### M1 wires, run 1

Drawn at 4 px/um. Supply wires on this layer in gray.
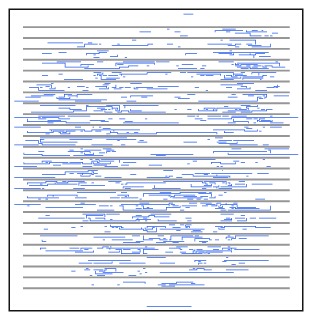
### The metal 2 layer, run 1

Drawn at 4 px/um.
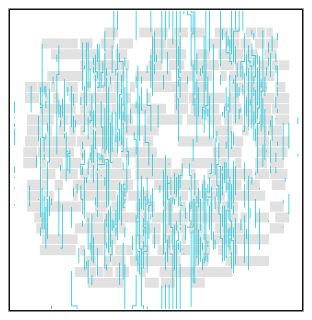
### Met3 routing, run 1

Drawn at 4 px/um.
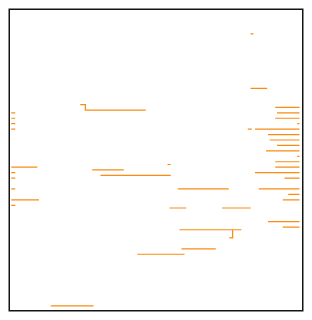
File: config.mk
export PLATFORM = sky130hd
export DESIGN_NAME = cond_flags_unit_flat
export DESIGN_NICKNAME = d
export VERILOG_FILES = /design/src/rtl/cond_flags_unit_if.sv /design/src/rtl/cond_flags_unit.sv /design/src/flat_wrapper.sv
export SDC_FILE = /design/constraint.sdc
export NUM_CORES = 1
export LEC_CHECK = 0
export CORE_AREA = 3 3 70 72
export CTS_BUF_LIST = sky130_fd_sc_hd__clkbuf_16
export CTS_CLUSTER_SIZE = 8
export DETAILED_ROUTE_END_ITERATION = 10
export DIE_AREA = 0 0 73 75
export PLACE_DENSITY = 0.93
export SKIP_CTS_REPAIR_TIMING = 1
export SLEW_MARGIN = 10
export SYNTH_ARGS = -nofsm -noshare
export SYNTH_HDL_FRONTEND = slang
export SYNTH_SLANG_ARGS = --single-unit
File: constraint.sdc
create_clock -name CLK -period 3.5 [get_ports CLK]
set_input_delay 0.7 -clock CLK [delete_from_list [all_inputs] [get_ports CLK]]
set_output_delay 0.7 -clock CLK [all_outputs]
set_load 0.02 [all_outputs]
File: src/rtl/cond_flags_unit_if.sv
// ----------------------------------------------------------------------------
// cond_flags_unit_if
//
// Bundles the execute-stage signals exchanged with cond_flags_unit.
//   master : the execute-stage control / ALU side. It drives instruction
//            control, ALU flags and the counter clear, and receives the gated
//            write enables, flags and counters.
//   slave  : cond_flags_unit itself.
//
// Signals driven by the master:
//   InstrValid, Stall, Flush, Cond[3:0], FlagW[1:0], PCS, RegW, MemW, NoWrite,
//   ALUFlags[3:0] ({N,Z,C,V}), CountClr
// Signals driven by the slave:
//   CondEx, PCSrc, RegWrite, MemWrite, Flags[3:0], CarryOut,
//   InstrCount[COUNT_W-1:0], CondFailCount[COUNT_W-1:0]
// ----------------------------------------------------------------------------
interface cond_flags_unit_if #(
  parameter int unsigned COUNT_W = 16
);

  // Instruction control from the execute stage
  logic               InstrValid;
  logic               Stall;
  logic               Flush;
  logic [3:0]         Cond;
  logic [1:0]         FlagW;
  logic               PCS;
  logic               RegW;
  logic               MemW;
  logic               NoWrite;
  logic [3:0]         ALUFlags;
  logic               CountClr;

  // Results from the flags unit
  logic               CondEx;
  logic               PCSrc;
  logic               RegWrite;
  logic               MemWrite;
  logic [3:0]         Flags;
  logic               CarryOut;
  logic [COUNT_W-1:0] InstrCount;
  logic [COUNT_W-1:0] CondFailCount;

  modport master (
    output InstrValid, Stall, Flush, Cond, FlagW, PCS, RegW, MemW, NoWrite, ALUFlags,
           CountClr,
    input  CondEx, PCSrc, RegWrite, MemWrite, Flags, CarryOut, InstrCount, CondFailCount
  );

  modport slave (
    input  InstrValid, Stall, Flush, Cond, FlagW, PCS, RegW, MemW, NoWrite, ALUFlags,
           CountClr,
    output CondEx, PCSrc, RegWrite, MemWrite, Flags, CarryOut, InstrCount, CondFailCount
  );

endinterface

File: src/rtl/cond_flags_unit.sv
// ----------------------------------------------------------------------------
// cond_flags_unit
//
// Execute-stage companion to the ALU. Holds the architectural {N,Z,C,V} flag
// register, evaluates the ARM condition field against it, gates the PC,
// register-file and memory write enables for conditional execution, and keeps
// saturating counters of executed and condition-failed instructions.
//
// Ports:
//   CLK   : system clock, rising edge
//   RESET : asynchronous active-low reset
//   bus   : cond_flags_unit_if.slave carrying instruction control, ALU flags,
//           gated write enables, registered flags, carry and counters
//
// Timing notes:
//   - CondEx is computed only from the registered flags. A flag update made by
//     the instruction in execute becomes visible to the next instruction.
//   - Write gating is purely combinational. Stall does not gate the enables;
//     the downstream pipeline register hold takes care of stalls.
// ----------------------------------------------------------------------------
module cond_flags_unit #(
  parameter int unsigned COUNT_W = 16
) (
  input  logic                 CLK,
  input  logic                 RESET,
  cond_flags_unit_if.slave     bus
);

  // ARM condition field encodings; 4'b1111 falls to the default and passes.
  typedef enum logic [3:0] {
    CondEq = 4'b0000,
    CondNe = 4'b0001,
    CondCs = 4'b0010,
    CondCc = 4'b0011,
    CondMi = 4'b0100,
    CondPl = 4'b0101,
    CondVs = 4'b0110,
    CondVc = 4'b0111,
    CondHi = 4'b1000,
    CondLs = 4'b1001,
    CondGe = 4'b1010,
    CondLt = 4'b1011,
    CondGt = 4'b1100,
    CondLe = 4'b1101,
    CondAl = 4'b1110
  } cond_e;

  localparam logic [COUNT_W-1:0] CntMax = {COUNT_W{1'b1}};

  // --------------------------------------------------------------------------
  // State
  // --------------------------------------------------------------------------
  logic [3:0]         flags_q,     flags_d;
  logic [COUNT_W-1:0] instr_cnt_q, instr_cnt_d;
  logic [COUNT_W-1:0] fail_cnt_q,  fail_cnt_d;

  // --------------------------------------------------------------------------
  // Flag unpacking (registered flags only, no bypass from ALUFlags)
  // --------------------------------------------------------------------------
  logic flag_n, flag_z, flag_c, flag_v;

  assign flag_n = flags_q[3];
  assign flag_z = flags_q[2];
  assign flag_c = flags_q[1];
  assign flag_v = flags_q[0];

  // --------------------------------------------------------------------------
  // Condition decode
  // --------------------------------------------------------------------------
  logic cond_ex;
  logic n_eq_v;

  assign n_eq_v = (flag_n == flag_v);

  always_comb begin
    cond_ex = 1'b1;
    case (cond_e'(bus.Cond))
      CondEq:  cond_ex = flag_z;
      CondNe:  cond_ex = ~flag_z;
      CondCs:  cond_ex = flag_c;
      CondCc:  cond_ex = ~flag_c;
      CondMi:  cond_ex = flag_n;
      CondPl:  cond_ex = ~flag_n;
      CondVs:  cond_ex = flag_v;
      CondVc:  cond_ex = ~flag_v;
      CondHi:  cond_ex = flag_c & ~flag_z;
      CondLs:  cond_ex = ~flag_c | flag_z;
      CondGe:  cond_ex = n_eq_v;
      CondLt:  cond_ex = ~n_eq_v;
      CondGt:  cond_ex = ~flag_z & n_eq_v;
      CondLe:  cond_ex = flag_z | ~n_eq_v;
      CondAl:  cond_ex = 1'b1;
      default: cond_ex = 1'b1;
    endcase
  end

  // --------------------------------------------------------------------------
  // Write gating
  // --------------------------------------------------------------------------
  logic wr_ok;

  // Flush squashes the instruction regardless of Stall.
  assign wr_ok = cond_ex & ~bus.Flush;

  assign bus.CondEx   = cond_ex;
  assign bus.PCSrc    = bus.PCS & wr_ok;
  assign bus.RegWrite = bus.RegW & ~bus.NoWrite & wr_ok;
  assign bus.MemWrite = bus.MemW & wr_ok;

  // --------------------------------------------------------------------------
  // Next-state logic
  // --------------------------------------------------------------------------
  logic upd;
  logic flag_upd;

  // A real instruction retires from execute this cycle.
  assign upd      = bus.InstrValid & ~bus.Stall & ~bus.Flush;
  assign flag_upd = upd & cond_ex;

  always_comb begin
    flags_d = flags_q;
    if (flag_upd) begin
      if (bus.FlagW[1]) begin
        flags_d[3:2] = bus.ALUFlags[3:2];
      end
      if (bus.FlagW[0]) begin
        flags_d[1:0] = bus.ALUFlags[1:0];
      end
    end
  end

  always_comb begin
    instr_cnt_d = instr_cnt_q;
    fail_cnt_d  = fail_cnt_q;
    if (bus.CountClr) begin
      // Clear wins over any increment in the same cycle.
      instr_cnt_d = '0;
      fail_cnt_d  = '0;
    end else if (upd) begin
      if (instr_cnt_q != CntMax) begin
        instr_cnt_d = instr_cnt_q + 1'b1;
      end
      if (!cond_ex && (fail_cnt_q != CntMax)) begin
        fail_cnt_d = fail_cnt_q + 1'b1;
      end
    end
  end

  // --------------------------------------------------------------------------
  // Registers
  // --------------------------------------------------------------------------
  always_ff @(posedge CLK or negedge RESET) begin
    if (!RESET) begin
      flags_q     <= 4'b0000;
      instr_cnt_q <= '0;
      fail_cnt_q  <= '0;
    end else begin
      flags_q     <= flags_d;
      instr_cnt_q <= instr_cnt_d;
      fail_cnt_q  <= fail_cnt_d;
    end
  end

  // --------------------------------------------------------------------------
  // Registered outputs
  // --------------------------------------------------------------------------
  assign bus.Flags         = flags_q;
  assign bus.CarryOut      = flags_q[1];
  assign bus.InstrCount    = instr_cnt_q;
  assign bus.CondFailCount = fail_cnt_q;

endmodule

File: src/flat_wrapper.sv
// flat-port wrapper written by rule: the top's interface ports become plain ports
module cond_flags_unit_flat 
#(
  parameter int unsigned COUNT_W = 16
)
  (CLK, RESET, bus_InstrValid, bus_Stall, bus_Flush, bus_Cond, bus_FlagW, bus_PCS, bus_RegW, bus_MemW, bus_NoWrite, bus_ALUFlags, bus_CountClr, bus_CondEx, bus_PCSrc, bus_RegWrite, bus_MemWrite, bus_Flags, bus_CarryOut, bus_InstrCount, bus_CondFailCount);
  cond_flags_unit_if #(.COUNT_W(COUNT_W)) bus_i ();
  input  logic CLK;
  input  logic RESET;
  input wire logic [$bits(bus_i.InstrValid)-1:0] bus_InstrValid;
  input wire logic [$bits(bus_i.Stall)-1:0] bus_Stall;
  input wire logic [$bits(bus_i.Flush)-1:0] bus_Flush;
  input wire logic [$bits(bus_i.Cond)-1:0] bus_Cond;
  input wire logic [$bits(bus_i.FlagW)-1:0] bus_FlagW;
  input wire logic [$bits(bus_i.PCS)-1:0] bus_PCS;
  input wire logic [$bits(bus_i.RegW)-1:0] bus_RegW;
  input wire logic [$bits(bus_i.MemW)-1:0] bus_MemW;
  input wire logic [$bits(bus_i.NoWrite)-1:0] bus_NoWrite;
  input wire logic [$bits(bus_i.ALUFlags)-1:0] bus_ALUFlags;
  input wire logic [$bits(bus_i.CountClr)-1:0] bus_CountClr;
  output wire logic [$bits(bus_i.CondEx)-1:0] bus_CondEx;
  output wire logic [$bits(bus_i.PCSrc)-1:0] bus_PCSrc;
  output wire logic [$bits(bus_i.RegWrite)-1:0] bus_RegWrite;
  output wire logic [$bits(bus_i.MemWrite)-1:0] bus_MemWrite;
  output wire logic [$bits(bus_i.Flags)-1:0] bus_Flags;
  output wire logic [$bits(bus_i.CarryOut)-1:0] bus_CarryOut;
  output wire logic [$bits(bus_i.InstrCount)-1:0] bus_InstrCount;
  output wire logic [$bits(bus_i.CondFailCount)-1:0] bus_CondFailCount;
  assign bus_i.InstrValid = bus_InstrValid;
  assign bus_i.Stall = bus_Stall;
  assign bus_i.Flush = bus_Flush;
  assign bus_i.Cond = bus_Cond;
  assign bus_i.FlagW = bus_FlagW;
  assign bus_i.PCS = bus_PCS;
  assign bus_i.RegW = bus_RegW;
  assign bus_i.MemW = bus_MemW;
  assign bus_i.NoWrite = bus_NoWrite;
  assign bus_i.ALUFlags = bus_ALUFlags;
  assign bus_i.CountClr = bus_CountClr;
  assign bus_CondEx = bus_i.CondEx;
  assign bus_PCSrc = bus_i.PCSrc;
  assign bus_RegWrite = bus_i.RegWrite;
  assign bus_MemWrite = bus_i.MemWrite;
  assign bus_Flags = bus_i.Flags;
  assign bus_CarryOut = bus_i.CarryOut;
  assign bus_InstrCount = bus_i.InstrCount;
  assign bus_CondFailCount = bus_i.CondFailCount;
  cond_flags_unit #(.COUNT_W(COUNT_W)) u_core (.CLK(CLK), .RESET(RESET), .bus(bus_i));
endmodule
==> flow_summary.json, run 1 <==
{
  "fin_setup_tns_ns": 0,
  "comb_area_share_pct": 37.7,
  "async_flop_share_pct": 100,
  "synth.most_common_cell": "dfrtp_1",
  "ys_sh_aoi_pct": 10.4,
  "rr_endpoint": "u_core.bus.CondFailCount[11]",
  "simple_gate_share_pct": 27.4,
  "vdd_drop_max_v": 0.000262,
  "routed_via_density": 5.65,
  "max_slew.worst_pin.slew_ns": 0.710,
  "largestPowerGroup": "sequential cells",
  "layout-drive-gt1-share_pct": 10.6,
  "status": "complete, no violations",
  "critPathCaptureType": "primary output",
  "yosys-top-cells-count": "36 x dfrtp_1, 27 x nor2_1, 15 x nand3_1, 15 x xor2_1, 14 x a21oi_1",
  "powerDensity_mw_per_mm2": 394,
  "yosysTopAreaCell": "dfrtp_1",
  "grt-busiest-layer": "met2",
  "comb-power_mw": 0.275,
  "diodes": 0,
  "inverters": 4
}
-- 'M1 wires' (at the start) --
longest straight run: 28.5 um
wire length on this layer: 2,160 um
main direction: horizontal
vias post-DR: 1,944
routed wire length: 5.18 mm
GR Layer Usage met1: 23.9%

-- 'The metal 2 layer' (at the start) --
nets with wire on the layer: 284
wire length on this layer: 2,700 um
main direction: vertical
share of all routed wire: 52%
longest straight run: 38.1 um
met2 GRT Util: 36.2%

-- 'Met3 routing' (at the start) --
wire length on this layer: 247 um
longest straight run: 17.2 um
main direction: horizontal
share of all routed wire: 4.8%
met3 GRT Util: 4.01%

### Pin map, run 1

Drawn at 4 px/um. Pins as bars across the die edge, other pins in gray.
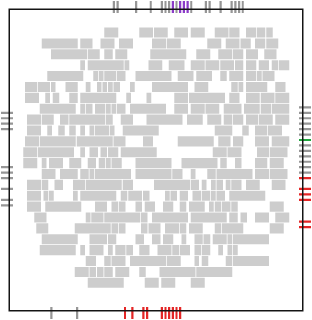

==> run 1 -> run 2 <==
- PLACE_DENSITY: 0.93 -> 0.81
### Pin map, run 2

Drawn at 4 px/um. Pins as bars across the die edge, other pins in gray.
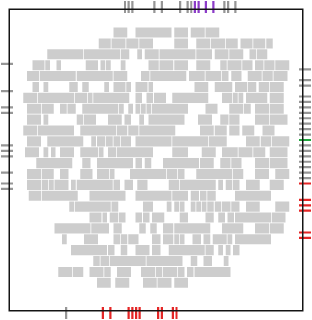
[purple] bus_ALUFlags | pins: 4 | direction: input | edge: top
[green] bus_NoWrite | pins: 1 | direction: input | edge: right
[red] bus_CondFailCount | pins: 16 | direction: output | edge: 10 bottom, 6 right
Port Buffers: 60
die width: 73 um

==> run 2 against run 1 <==
  * Count of clock-buffer cells in the layout is the same
  * Die area is the same
  * First-iteration DRC count grew 4.8%
  * Critical endpoint is now bus_MemWrite
  * Largest cell class unchanged
  * Highest routed layer unchanged
==> flow_summary.json, run 2 <==
{
  "synth.most_common_cell": "dfrtp_1",
  "fin_setup_tns_ns": 0,
  "grt-busiest-layer": "met2",
  "simple_gate_share_pct": 27.4,
  "largestPowerGroup": "sequential cells",
  "async_flop_share_pct": 100,
  "routed_via_density": 5.71,
  "powerDensity_mw_per_mm2": 395,
  "yosysTopAreaCell": "dfrtp_1",
  "critPathCaptureType": "primary output",
  "gr-usage-met1_pct": 26.7,
  "status": "complete, no violations",
  "vias": 1942,
  "diodes": 0,
  "rr_endpoint": "u_core.bus.CondFailCount[11]",
  "inverters": 4,
  "max_slew.worst_pin.slew_ns": 0.777,
  "comb_area_share_pct": 38.1,
  "warnings": 26,
  "grt_use_met2_pct": 30.9,
  "ys_sh_aoi_pct": 10.4,
  "yosys-top-cells-count": "36 x dfrtp_1, 27 x nor2_1, 15 x nand3_1, 15 x xor2_1, 14 x a21oi_1",
  "comb-power_mw": 0.271,
  "routed_wl_mm": 4.96
}
### The metal 2 layer, run 2

Drawn at 4 px/um.
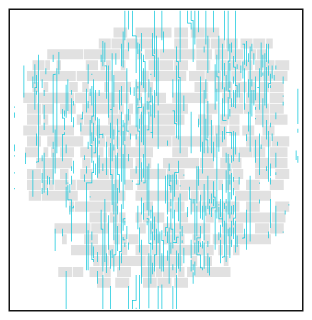

==> run 2 -> run 3 <==
- SETUP_SLACK_MARGIN: unset -> 0.4
### The metal 2 layer, run 3

Drawn at 4 px/um.
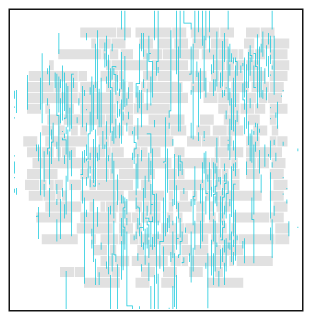
share of all routed wire: 48%
main direction: vertical
nets with wire on the layer: 269
met2 GRT Util: 30.9%
vias post-DR: 1,916
routed wire length: 5.02 mm

==> run 3 against run 2 <==
  * Synthesized cell count unchanged
  * Hold slack improved by 0.010 ns
  * Area after synthesis unchanged
  * Global-route usage decreased by 0.079 points
  * Sequential power about the same
  * Critical path depth decreased by 1
  * Wire length increased by 1.2%
==> flow_summary.json, run 3 <==
{
  "status": "complete, no violations",
  "largestPowerGroup": "the clock network",
  "coreArea_sq_mm": 0.00435,
  "synth.most_common_cell": "dfrtp_1",
  "comb-power_mw": 0.280,
  "wl_met3_um": 245,
  "comb_area_share_pct": 38.4,
  "endpoint": "bus_RegWrite",
  "yosys_cells": 222,
  "inverters": 4,
  "yosysTopAreaCell": "dfrtp_1",
  "powerDensity_mw_per_mm2": 419,
  "yosys-top-cells-count": "36 x dfrtp_1, 27 x nor2_1, 15 x nand3_1, 15 x xor2_1, 14 x a21oi_1",
  "setup_viol": 0,
  "ys_sh_aoi_pct": 10.4,
  "async_flop_share_pct": 100,
  "max_slew.worst_pin.slew_ns": 0.690,
  "drt-initial-drc-count": 65,
  "gr-usage-met1_pct": 26.7,
  "warnings": 26,
  "layout-drive-gt1-share_pct": 13.1,
  "met3_usage_pct": 4.81,
  "critPathCaptureType": "primary output",
  "dieWidth_um": 73,
  "topCellsByArea": "dfrtp_1 42%, xor2_1 6.2%, nor2_1 4.8%",
  "vdd_drop_max_v": 0.000260,
  "fin_setup_tns_ns": 0,
  "fmax_mhz": 335,
  "p_total_mw": 1.25,
  "hold_path_class": "reg -> reg",
  "synth_top_area_share_pct": 42.5,
  "routed_via_density": 5.60,
  "grt-busiest-layer": "met2"
}
No activity file was given, so power comes from the tool's default toggle rates.
